Design chan_mux_scan, sky130hd; sources not shown.
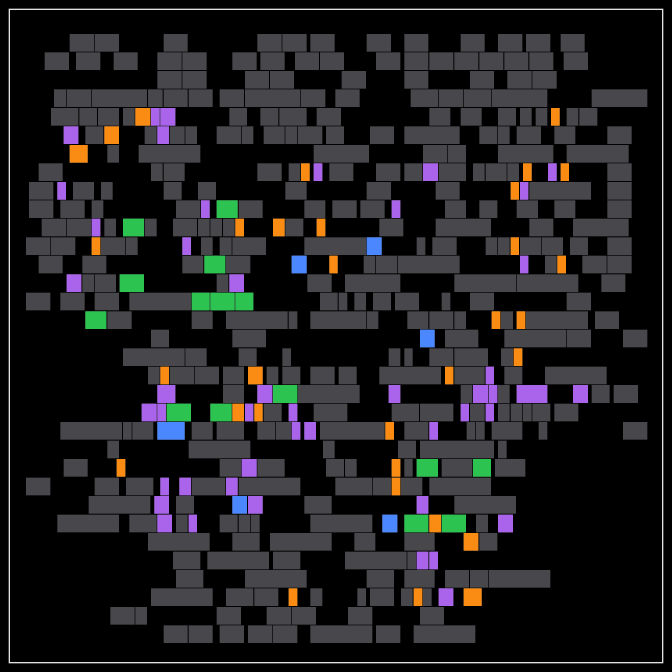
**Above:** gate-type map.
- nor cells: purple (cells 46; most used nor2_1)
- and/or cells: blue (cells 6; most used or3_1)
- non-inverting ao/oa cells: green (cells 15; most used a22o_1)
- nand cells: orange (cells 32; most used nand2_1)
count of non-filler cells in the finished layout: 536
most frequently placed logic cell in the final layout: clkdlybuf4s50_1

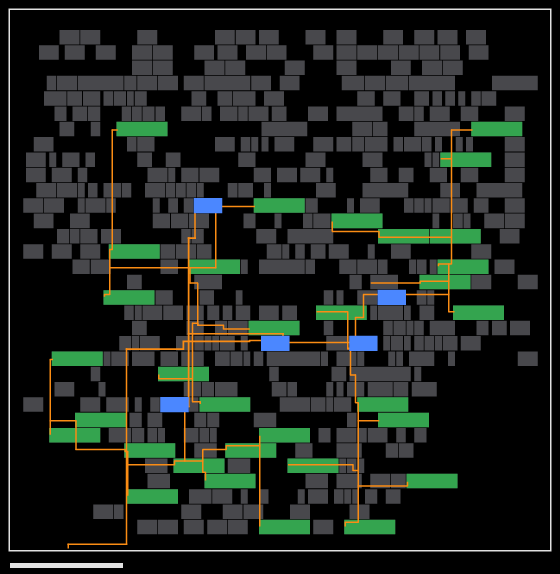
**Above:** routed clock nets over the placement.
Bar = 20 µm.
- clock wires: orange (length 535 µm)
- flip-flops: green (count 32)
- clock-net drivers: blue (count 5)
- routed clock nets: 6
share of total power in the clock network: 14.2%
clock network latency to the later pin of the worst-skew pair: 0.29 ns

==> Flow_metrics.wiki <==
=== Physical design figures ===
{| class="wikitable"
! Metric !! Value
|-
| Number of instances resized during post-cts repair || 0
|-
| Yosys chip area || 0.002959 mm²
|-
| Initial standard-cell utilization of the core || 36.01%
|-
| Status || finished, final reports clean
|-
| Max Freq || 388.0 MHz
|-
| HP Class || reg2reg
|-
| Unique cell type count in the Yosys netlist || 55
|-
| Hold violation count in the final report || 0
|-
| WP depth || 5
|-
| Layout cells sized above 1 || 13.23%
|-
| Layout fillers || 758
|-
| Relative area change from synthesis to final layout || 42.88%
|-
| Total of endpoints with negative setup slack in the final report || 0
|-
| Count of library flops with an enable pin || 0
|-
| Clock-pin transition on the worst setup and hold timing paths || 0.07 ns
|-
| Wire length of the first global-routing pass || 14960 µm
|-
| Warnings from Yosys || 0
|-
| Buffers added on ports || 96
|-
| Maximum fanout encountered on the critical timing path || 7
|-
| Type of element capturing the critical path || primary output
|-
| Vias in the first global route || 3024
|-
| ANT cells || 0
|-
| Floorplan core area || 0.008217 mm²
|-
| Unrepaired setup endpoints after global routing || no
|-
| I/O pin count || 97
|-
| Launching element type of the critical path || flop
|-
| Top cell type by total area after synthesis || dfrtp_1
|-
| Post-CTS setup repair buffer count || 0
|-
| Final clock period utilization by the worst path || 88.87%
|-
| Overall die height || 95.95 µm
|-
| Hold Path Depth || 2
|-
| P per Cell Area || 803.7 mW/mm²
|-
| Total count of max-transition violations in the final report || 0
|-
| Chip Width || 95.95 µm
|-
| Via count of the routed design || 3051
|-
| Transition time at the pin with the least slew margin || 0.8668 ns
|-
| Overall global routing resource usage || 20.81%
|-
| Final weighted congestion of routability-driven global placement || 0.8715
|-
| Path depth of the worst reg2reg path || 5
|-
| Final worst clock skew || 0.007593 ns
|-
| Master of the slowest instance on the critical path || dlygate4sd3_1
|-
| Crit path kind || reg2out
|-
| DPL Wire Length || 7240 µm
|-
| Top flip-flop cell by instance count after synthesis || dfrtp_1
|-
| Number of cells in Yosys stat || 330
|-
| Register-to-register setup slack || 0.61 ns
|-
| Post-synthesis sequential area ratio || 27.06%
|-
| Number of nets with antenna violations after detailed routing || 0
|-
| Number of DRC violations after detailed-routing iteration 0 || 150
|-
| Total number of H-tree levels || 2
|-
| GRT overflow || 0
|-
| Pin count of the biggest net entering global routing || 33
|-
| Number of instances in the synthesized netlist || 330
|-
| Number of nets in the synthesized netlist || 420
|-
| #FFs+latches synth || 32
|-
| Clock sink count || 32
|-
| Fraction of post-synthesis cell area in the top cell type by area || 27.06%
|-
| Number of remaining DRC errors || 0
|-
| Tool warnings || 30
|-
| Arrival time at the worst endpoint || 1.85 ns
|-
| Reported leakage power || 1.655 nW
|-
| 1st-pass router iterations || 5
|-
| FFs w/ async S/R, synth || 100.0%
|-
| Rows || 33
|-
| Cells traversed along the worst timing path || inv_1 > ha_1 > clkinv_1 > buf_4 > dlygate4sd3_1
|-
| Max Buffers Root-to-Sink || 2
|-
| Syn_area_per_cell || 8.967 µm²
|-
| Maximum cell stage delay along the critical path || 0.57 ns
|-
| Cell area after synthesis || 0.002959 mm²
|-
| WL per Instance || 17.79 µm
|-
| Number of flip-flops under the largest register name || 8
|-
| Tmin final || 2.577 ns
|-
| DRT Wirelength || 9538 µm
|-
| Setup slack at placement || 0.1950 ns
|-
| Worst path setup slack after routing || 0.3226 ns
|-
| Total negative slack || 0 ns
|-
| Number of antenna violations at the first check in global routing || 0
|-
| Number of nets in the final layout || 520
|-
| Root Driver || clkbuf_8
|-
| Cts bufs inserted || 5
|-
| Routed via count divided by cell count || 5.692
|-
| Buffers & Inverters on Critical Path || 4
|-
| Die Size || 0.009206 mm²
|-
| Slew Limit Headroom || 42.21%
|-
| Family with the most delay on the worst path || buffers and inverters
|-
| Clock tree from TritonCTS || yes
|-
| Top cells, area || dfrtp_1 (27%), mux2i_1 (8.8%), mux4_2 (8.4%)
|-
| Post-CTS Hold Fix Bufs || 0
|-
| Required time at the worst-slack endpoint || 2.17 ns
|-
| Max-cap violations || 0
|-
| Largest vdd supply drop || 0.0003590 V
|}
[layout by cell type, fill, tap and decap left out, types with 4 or more instances in the layout]
master	instances
a22o_1	5
o21ai_0	26
clkbuf_8	7
inv_1	14
mux2_2	15
or3_1	4
mux4_2	11
nor2b_1	12
clkdlybuf4s50_1	80
dlygate4sd3_1	16
a221oi_1	7
mux2i_1	26
a21oi_1	25
nand2_1	23
nand2b_1	4
nor2_1	22
o311ai_0	4
ha_1	6
o221ai_1	7
a22oi_1	6
dfrtp_1	32
nor3_1	7
buf_4	18
[worst min-delay path: cells and delay by family, from the launching register on]
kind	cells	cell delay [ns]
compound gates	1	0.06
simple gates	1	0.04
flops	1	0.34
[Yosys cell counts, types with 2 or more instances]
cell / n
a22o_1: 5
a311oi_1: 2
mux2_1: 2
o311ai_0: 4
nand2b_1: 4
o221ai_1: 7
a221o_1: 2
mux2_2: 15
ha_1: 6
or3_1: 4
o21ai_0: 26
o211ai_1: 3
o211a_1: 2
buf_2: 4
nand3_1: 3
nand2_1: 23
o21bai_1: 2
a211oi_1: 3
a22oi_1: 6
nor4_1: 4
clkbuf_1: 16
buf_1: 3
nor2_1: 22
inv_1: 14
a221oi_1: 7
mux4_2: 11
nand3b_1: 2
nor3_1: 7
o21a_1: 2
a21oi_1: 24
o32ai_1: 2
mux2i_1: 26
dfrtp_1: 32
o22ai_1: 3
nor2b_1: 12
[layer usage]
layer / GRT usage (%) / part of all wire, % / routed length (µm)
met5: 0 / 0 / 0
met4: 6.310 / 1.4 / 132
met3: 2.976 / 4.0 / 378
met2: 34.09 / 49 / 4650
met1: 28.42 / 46 / 4376
[report_power, final]
| part | total, mW | switching [mW] | internal (mW) |
|---|---|---|---|
| Clock | 0.483 | 0.179 | 0.303 |
| Sequential | 0.883 | 0.207 | 0.676 |
| Combinational | 2.03 | 1.00 | 1.03 |
[cell families after synthesis]
logic type | synth area share [%]
and+or+nand+nor | 13.83
muxes | 23.64
DFF | 27.06
adders and majority gates | 2.537
AOI/OAI and AO/OA | 27.70
buffers and inverters | 5.243
[final cells by class]
cell class | instances | area (µm²) | share of cell area [%]
repair buffers | 117 | 1109 | 26.22
clock buffers | 7 | 96.34 | 2.279
clock inverters | 1 | 30.03 | 0.7103
flip-flops and latches | 32 | 800.8 | 18.94
well taps | 105 | 131.4 | 3.107
inverters | 15 | 56.30 | 1.332
multi-input cells | 259 | 2004 | 47.41
[stage by stage]
stage / utilization [%] / area [µm²] / cells / hold WS (ns) / total power [mW]
global placement: 50.02 / 4110 / 528 / 0.4639 / 2.934
floorplan: - / 2959 / 330 / 0.4294 / 2.242
CTS: 51.64 / 4243 / 536 / 0.4885 / 3.481
detailed placement: 50.10 / 4116 / 528 / 0.4725 / 2.978
global route: 51.45 / 4228 / 536 / 0.5072 / 3.685
finish: 51.45 / 4228 / 536 / 0.4748 / 3.398
Power and IR drop assume default switching activity.
